Figure 1. Layout detail.
Window x 87 to 107, y 87 to 107 um. Cells in gray, sequential cells in the stronger gray; small squares are vias.
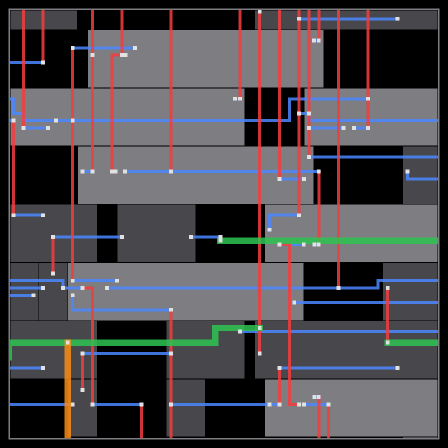
Figure 2. Port wiring.
Scale: 3 px per um.
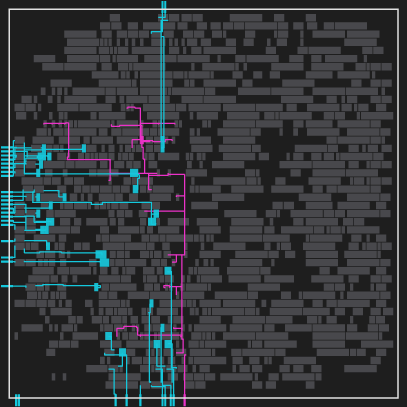
Figure 3. The clock network.
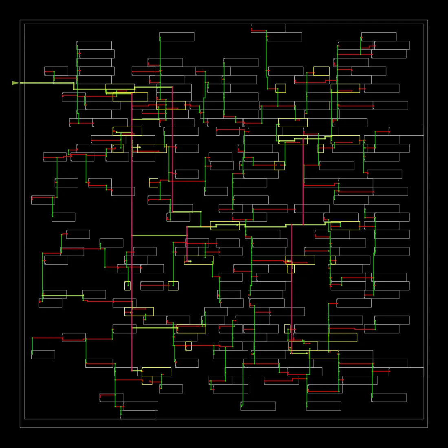
Figure 4. The metal 2 layer.
Scale: 3 px per um. Cells faint in the background.
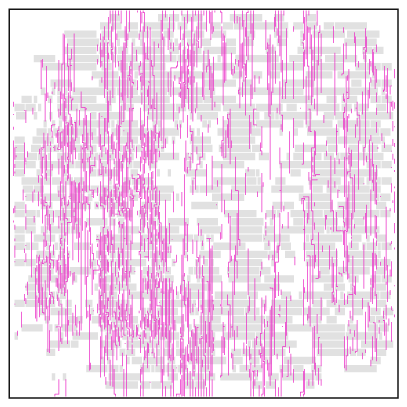
Figure 5. Wiring by layer.
Scale: 4 px per um. Only two layers are drawn.
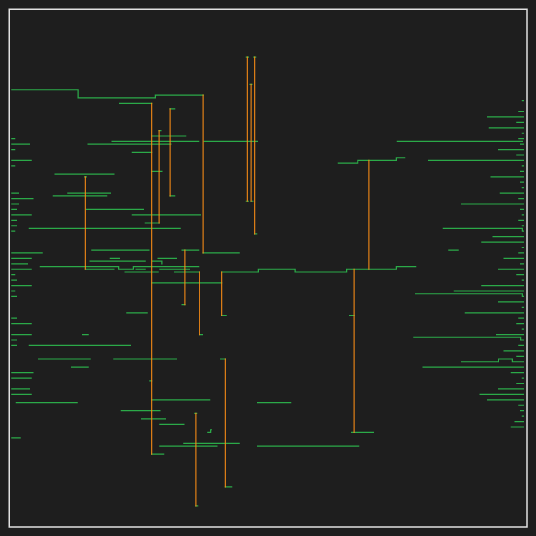
===== src/rtl/ifu_pkg.sv =====
// Shared definitions for the instruction fetch unit: FSM state encoding,
// the NOP filler instruction and the sequential fetch step.
package ifu_pkg;

    typedef logic [1:0] ifu_state_t;

    localparam ifu_state_t ST_IDLE = 2'd0;
    localparam ifu_state_t ST_WAIT = 2'd1;
    localparam ifu_state_t ST_DROP = 2'd2;

    localparam logic [31:0] NOP_INSTR = 32'h0000_0013;
    localparam logic [31:0] PC_STEP   = 32'd4;

endpackage


===== src/rtl/ifu_fifo.sv =====
// Fetched-instruction buffer: synchronous FIFO of {instr, pc} entries with
// flush; a push into a full buffer succeeds when a pop happens in the same cycle.
module ifu_fifo
    import ifu_pkg::*;
#(
    parameter int unsigned DEPTH = 2
) (
    input  logic                     clk,
    input  logic                     reset,
    input  logic                     push,
    input  logic                     pop,
    input  logic                     flush,
    input  logic [63:0]              din,
    output logic [63:0]              head,
    output logic [$clog2(DEPTH):0]   count
);

    localparam int unsigned AW = $clog2(DEPTH);
    localparam logic [AW:0] DEPTH_C = (AW + 1)'(DEPTH);

    logic [63:0]   mem [DEPTH];
    logic [AW-1:0] wr_ptr;
    logic [AW-1:0] rd_ptr;
    logic          empty;
    logic          full;
    logic          do_push;
    logic          do_pop;

    assign empty   = (count == '0);
    assign full    = (count == DEPTH_C);
    assign do_pop  = pop && !empty && !flush;
    assign do_push = push && !flush && (!full || do_pop);
    assign head    = mem[rd_ptr];

    always_ff @(posedge clk) begin
        if (reset || flush) begin
            wr_ptr <= '0;
            rd_ptr <= '0;
            count  <= '0;
        end else begin
            if (do_push) wr_ptr <= wr_ptr + 1'b1;
            if (do_pop)  rd_ptr <= rd_ptr + 1'b1;
            case ({do_push, do_pop})
                2'b10:   count <= count + 1'b1;
                2'b01:   count <= count - 1'b1;
                default: ;
            endcase
        end
    end

    always_ff @(posedge clk) begin
        if (!reset && do_push) mem[wr_ptr] <= din;
    end

endmodule


===== src/rtl/instruction_fetch_unit.sv =====
// Instruction fetch unit: single-outstanding memory fetch FSM feeding a small
// instruction buffer. Define IFU_PERF_CNT_EN to add fetch/stall counters.
module instruction_fetch_unit
    import ifu_pkg::*;
#(
    parameter logic [31:0] RESET_PC   = 32'h0000_0000,
    parameter int unsigned FIFO_DEPTH = 2
) (
    input  logic        clk,
    input  logic        reset,
    output logic        imem_req,
    output logic [31:0] imem_addr,
    input  logic [31:0] imem_rdata,
    input  logic        imem_valid,
    input  logic        redirect_valid,
    input  logic [31:0] redirect_pc,
    input  logic        id_ready,
    output logic        if_id_valid,
    output logic [31:0] if_id_instr,
    output logic [31:0] if_id_pc
`ifdef IFU_PERF_CNT_EN
    ,
    output logic [31:0] perf_fetch_cnt,
    output logic [31:0] perf_stall_cnt
`endif
);

    localparam int unsigned     CW      = $clog2(FIFO_DEPTH) + 1;
    localparam logic [CW-1:0]   DEPTH_C = CW'(FIFO_DEPTH);
    localparam logic [CW:0]     DEPTH_W = (CW + 1)'(FIFO_DEPTH);

    ifu_state_t    state;
    logic [31:0]   fetch_pc;
    logic [31:0]   req_pc;
    logic [CW-1:0] fifo_count;
    logic [63:0]   fifo_head;
    logic          buf_empty;
    logic          issue;
    logic          push;
    logic          pop;
    logic          unused_redirect_lsbs;

    assign unused_redirect_lsbs = ^redirect_pc[1:0];

    // Issue decision uses the occupancy before this cycle's push/pop so the
    // buffer can never be over-committed by the single outstanding request.
    always_comb begin
        issue = 1'b0;
        push  = 1'b0;
        if (!reset && !redirect_valid) begin
            case (state)
                ST_IDLE: issue = (fifo_count < DEPTH_C);
                ST_WAIT: begin
                    if (imem_valid) begin
                        push  = 1'b1;
                        issue = (({1'b0, fifo_count} + 1'b1) < DEPTH_W);
                    end
                end
                default: ;
            endcase
        end
    end

    always_ff @(posedge clk) begin
        if (reset) begin
            state    <= ST_IDLE;
            fetch_pc <= RESET_PC;
            req_pc   <= '0;
        end else if (redirect_valid) begin
            fetch_pc <= {redirect_pc[31:2], 2'b00};
            state    <= (state != ST_IDLE && !imem_valid) ? ST_DROP : ST_IDLE;
        end else begin
            if (issue) begin
                fetch_pc <= fetch_pc + PC_STEP;
                req_pc   <= fetch_pc;
            end
            case (state)
                ST_IDLE: if (issue) state <= ST_WAIT;
                ST_WAIT: if (imem_valid) state <= issue ? ST_WAIT : ST_IDLE;
                ST_DROP: if (imem_valid) state <= ST_IDLE;
                default: state <= ST_IDLE;
            endcase
        end
    end

    ifu_fifo #(
        .DEPTH (FIFO_DEPTH)
    ) u_fifo (
        .clk   (clk),
        .reset (reset),
        .push  (push),
        .pop   (pop),
        .flush (redirect_valid),
        .din   ({imem_rdata, req_pc}),
        .head  (fifo_head),
        .count (fifo_count)
    );

    assign buf_empty   = (fifo_count == '0);
    assign if_id_valid = !reset && !buf_empty && !redirect_valid;
    assign pop         = if_id_valid && id_ready;
    assign if_id_instr = (reset || buf_empty) ? NOP_INSTR : fifo_head[63:32];
    assign if_id_pc    = (reset || buf_empty) ? '0 : fifo_head[31:0];
    assign imem_req    = issue;
    assign imem_addr   = issue ? fetch_pc : '0;

`ifdef IFU_PERF_CNT_EN
    always_ff @(posedge clk) begin
        if (reset) begin
            perf_fetch_cnt <= '0;
            perf_stall_cnt <= '0;
        end else begin
            if (issue)                      perf_fetch_cnt <= perf_fetch_cnt + 1'b1;
            if (if_id_valid && !id_ready)   perf_stall_cnt <= perf_stall_cnt + 1'b1;
        end
    end
`endif

endmodule

===== config.mk =====
export PLATFORM = sky130hd
export DESIGN_NAME = instruction_fetch_unit
export DESIGN_NICKNAME = d
export VERILOG_FILES = /design/src/rtl/ifu_pkg.sv /design/src/rtl/ifu_fifo.sv /design/src/rtl/instruction_fetch_unit.sv
export SDC_FILE = /design/constraint.sdc
export NUM_CORES = 1
export LEC_CHECK = 0
export CAP_MARGIN = 20
export CORE_MARGIN = 1
export CORE_UTILIZATION = 50
export DETAILED_ROUTE_END_ITERATION = 8
export PLACE_DENSITY = 0.78
export SYNTH_ARGS = -nofsm -noshare
export SYNTH_HDL_FRONTEND = slang
export SYNTH_SLANG_ARGS = --single-unit

===== constraint.sdc =====
create_clock -name clk -period 17 [get_ports clk]
set_clock_uncertainty 0.05 [all_clocks]
set_input_delay 5.1 -clock clk [delete_from_list [all_inputs] [get_ports clk]]
set_output_delay 5.1 -clock clk [all_outputs]
set_load 0.02 [all_outputs]

==> results_slide.txt <==
Run Summary

Outcome
  • Status: complete, no violations

Floorplanning
  • Total die size: 16660 um2
  • Core Density at Floorplan: 0.5101
  • Core ar.: 15830 um2
  • Die height: 129.1 um
  • Row Count: 46
  • Die Wd: 129.1 um
  • N_taps: 216

Timing
  • Worst slew margin: 0.2879
  • Hold Vio Cnt, Final: 0
  • Max-slew violations: 0
  • RSZ-0062 raised after global routing: false
  • Worst slew pin tran: 1.065 ns
  • Setup total negative slack: 0 ns
  • Fmax: 72.00 MHz
  • Tightest hold margin: 0.4009 ns
  • Min Tclk post-route: 13.89 ns
  • Endpoints failing setup: 0
  • Fin crit share: 0.8169

Logic synthesis
  • Area figure in the yosys stat output: 8074 um2
  • Ao+oa area frac: 0.09654
  • Post-synth regs: 191
  • Synth Area in Adders: 0.001550
  • Top cells by count: edfxtp_1, nor2_1, nand2_1
  • Top area cell types: edfxtp_1, dfxtp_1, mux2i_1
  • Synth async-reset ratio: 0
  • Max-area cell share: 0.4612
  • Most common cell in the netlist: edfxtp_1
  • # Cells Yosys: 707
  • Post-synth seq share: 0.6273
  • Main synth FF type: edfxtp_1
  • Post-Synth XOR/XNOR Area: 0.008678
  • Post-Syn Instances: 707
  • Cell type with the largest total area: edfxtp_1
  • Cell Area, Synth: 8074 um2
  • Synth warn: 0
  • Mux share: 0.07686
  • Syn Area/Cell: 11.42 um2
  • Simple Share, Synth: 0.1406
  • Distinct lib cells: 62
  • EDFF count, synth: 124
  • Comb area leader: simple AND/OR/NAND/NOR gates

Detailed routing
  • Routed wire per std cell: 16.56 um
  • Met2 WL: 8.660 mm
  • Highest metal used: met4
  • Final ANT Viol Nets: 0
  • Residual DRC: 0
  • Total Wirelength: 17.77 mm
  • Iter 0 DRT Violations: 394
  • TritonRoute pass-1 iters: 5
  • DR WL met3: 1.119 mm
  • Via-to-Cell Ratio: 5.439
  • Post-Route M1 WL: 7.522 mm

Clock network
  • Reg clk slew, reported paths: 0.07 ns
  • TritonCTS clock tree: built
  • CTS Buffer Depth: 2
  • Clk ins delay skew pair: 0.43 ns
  • Hold buffers post-CTS: 0
  • Cts repair resizes: 0
  • H-tree Lvls: 4
  • Root Buffer: clkbuf_16
  • Setup bufs post-CTS: 0

Power and ir drop
  • Combinational power: 0.0000554 W
  • Psw: 0.0002056 W
  • PD cells: 91.29 nW/um2
  • Clock power share: 0.403
  • Int Pwr: 0.0007425 W
  • Leakage: 3.575 nW
  • Worst vdd ir: 0.00007544 V
  • Net Sw Frac: 0.2168
  • Combinational power share: 0.058
  • Seq. pwr: 0.000511 W
  • Flop pwr share: 0.539
  • Main power group: sequential cells

GRT
  • Overflow after GRT: 0
  • Vias in the first global route: 5500
  • GRT Util Overall: 0.2153
  • First-pass GRT wire length: 27.19 mm
  • Most used routing layer: met2
  • Largest net degree at the start of global routing: 66
  • GR Util met3: 0.04046
  • M1 GR Usage: 0.2644
  • Initial antenna violation count: 0

Final layout
  • Most frequent cells in the layout: clkdlybuf4s50_1, edfxtp_1, nor2_1
  • Comb gate area: 2648 um2
  • NonClk Buf Share: 0.1607
  • Nonclk buf count: 167
  • Area-dominant class: sequential cells
  • Fillcell total: 1226
  • Design area: 10390 um2
  • Logic share of the area: 0.2549
  • Largest regs: u_fifo.mem (124), fetch_pc (30), req_pc (30)
  • Top reg by flops: u_fifo.mem
  • Most frequent logic cell in the layout: clkdlybuf4s50_1
  • Nonclk inv count: 41
  • Clock-cell share: 0.05542
  • Sequential cell area: 5069 um2
  • Flop share of the area: 0.4881
  • Antenna Cells: 0
  • Max reg flops: 124
  • Post-layout util: 0.6561
  • Syn-to-layout area delta: 28.62%
  • Comb gates: 426
  • Final Non-Filler Cells: 1073
  • Share of cells above drive strength 1: 0.05951
  • NumNets Final: 914

Place
  • Cell Area, Placed: 9782 um2
  • GPL Wtd Cong: 0.9088
  • Post-DP HPWL: 11.65 mm
  • Cells after DPL: 1040

Setup path
  • Critical path type: in -> out
  • Delay-heaviest family, CP: buffers and inverters
  • Largest stage delay on the critical path: 0.97 ns
  • Worst Setup End Kind: primary output
  • Setup crit start: redirect_valid
  • Worst-path fanout max: 42
  • FF-to-FF End: fetch_pc[21]
  • Worst EP required: 11.85 ns
  • CP endpoint: imem_addr[25]
  • Worst flop-to-flop path startpoint: u_fifo.count[0]
  • CP Data Arrival Time: 8.74 ns
  • Kind of start point of the critical path: input pin
  • Critical path buffer and inverter count: 6
  • R2R cell count: 7
  • Crit-path cells: clkdlybuf4s50_1 -> or4_4 -> a21o_1 -> buf_4 -> clkinv_1 -> buf_4 -> nand2_1 -> inv_1 -> clkdlybuf4s50_1
  • Reg2reg setup slack: 14.25 ns
  • Slowest-stage cell, CP: clkdlybuf4s50_1
  • Total stage count of the critical path: 9

Flow run
  • Log Warnings: 28
  • Max-cap violations: 0

Hold path
  • Worst hold path class: reg -> reg
  • Hold wc startpoint: req_pc[23]
-- Figure 1 (at the start) --
| color | layer |
|---|---|
| orange | metal 4 |
| green | metal 3 |
| blue | metal 1 |
| red | metal 2 |
sequential cells in the window: 7
most frequent: edfxtp_1 (7), clkdlybuf4s50_1 (3), nor2_1 (2)
netlist names of flops here include: u_fifo.mem (7)
cells with their middle in the window: 14

-- Figure 2 (at the start) --
| color | port | direction | edge | end cells | buffers | wire |
|---|---|---|---|---|---|---|
| magenta | imem_req | output | bottom | 1 | 2 | 300 um |
| cyan | redirect_pc | input | 21 left, 9 bottom, 2 top | 32 | 30 | 679 um |
number of buffers added on ports: 160
Top Ports: 167

-- Figure 3 (at the start) --
CTS buffer count: 17
Clk. pwr: 0.000382 W
# clk buffers: 20
clock sinks: 191
Seq cells: 191

-- Figure 4 (at the start) --
share of all routed wire: 49%
wire length on this layer: 8660 um
longest straight run: 61.5 um
nets with wire on the layer: 770
main direction: vertical
vias: 5836
met2 usage: 0.3695

-- Figure 5 (at the start) --
| color | layer | wire length |
|---|---|---|
| orange | metal 4 | 468 um |
| green | metal 3 | 1120 um |

[worst min path at each step]
stage                     depth (start not counted)                 to  slack, ns
after floorplan                                   0  u_fifo.mem[0][10]       0.38
after global placement                            0   u_fifo.mem[0][2]       0.38
after detailed placement                          0   u_fifo.mem[0][9]       0.39
after CTS                                         0   u_fifo.mem[0][9]       0.40
after global routing                              0   u_fifo.mem[0][3]       0.42
final                                             0  u_fifo.mem[0][23]       0.40
[stage by stage]
step | power (W) | setup WS, ns
finish | 0.0009480 | 3.112
global route | 0.0009783 | 2.994
detailed placement | 0.0005753 | 3.219
CTS | 0.0009550 | 3.186
floorplan | 0.0005469 | 5.011
global placement | 0.0005725 | 3.279
Power is estimated from default activity; no workload was simulated.
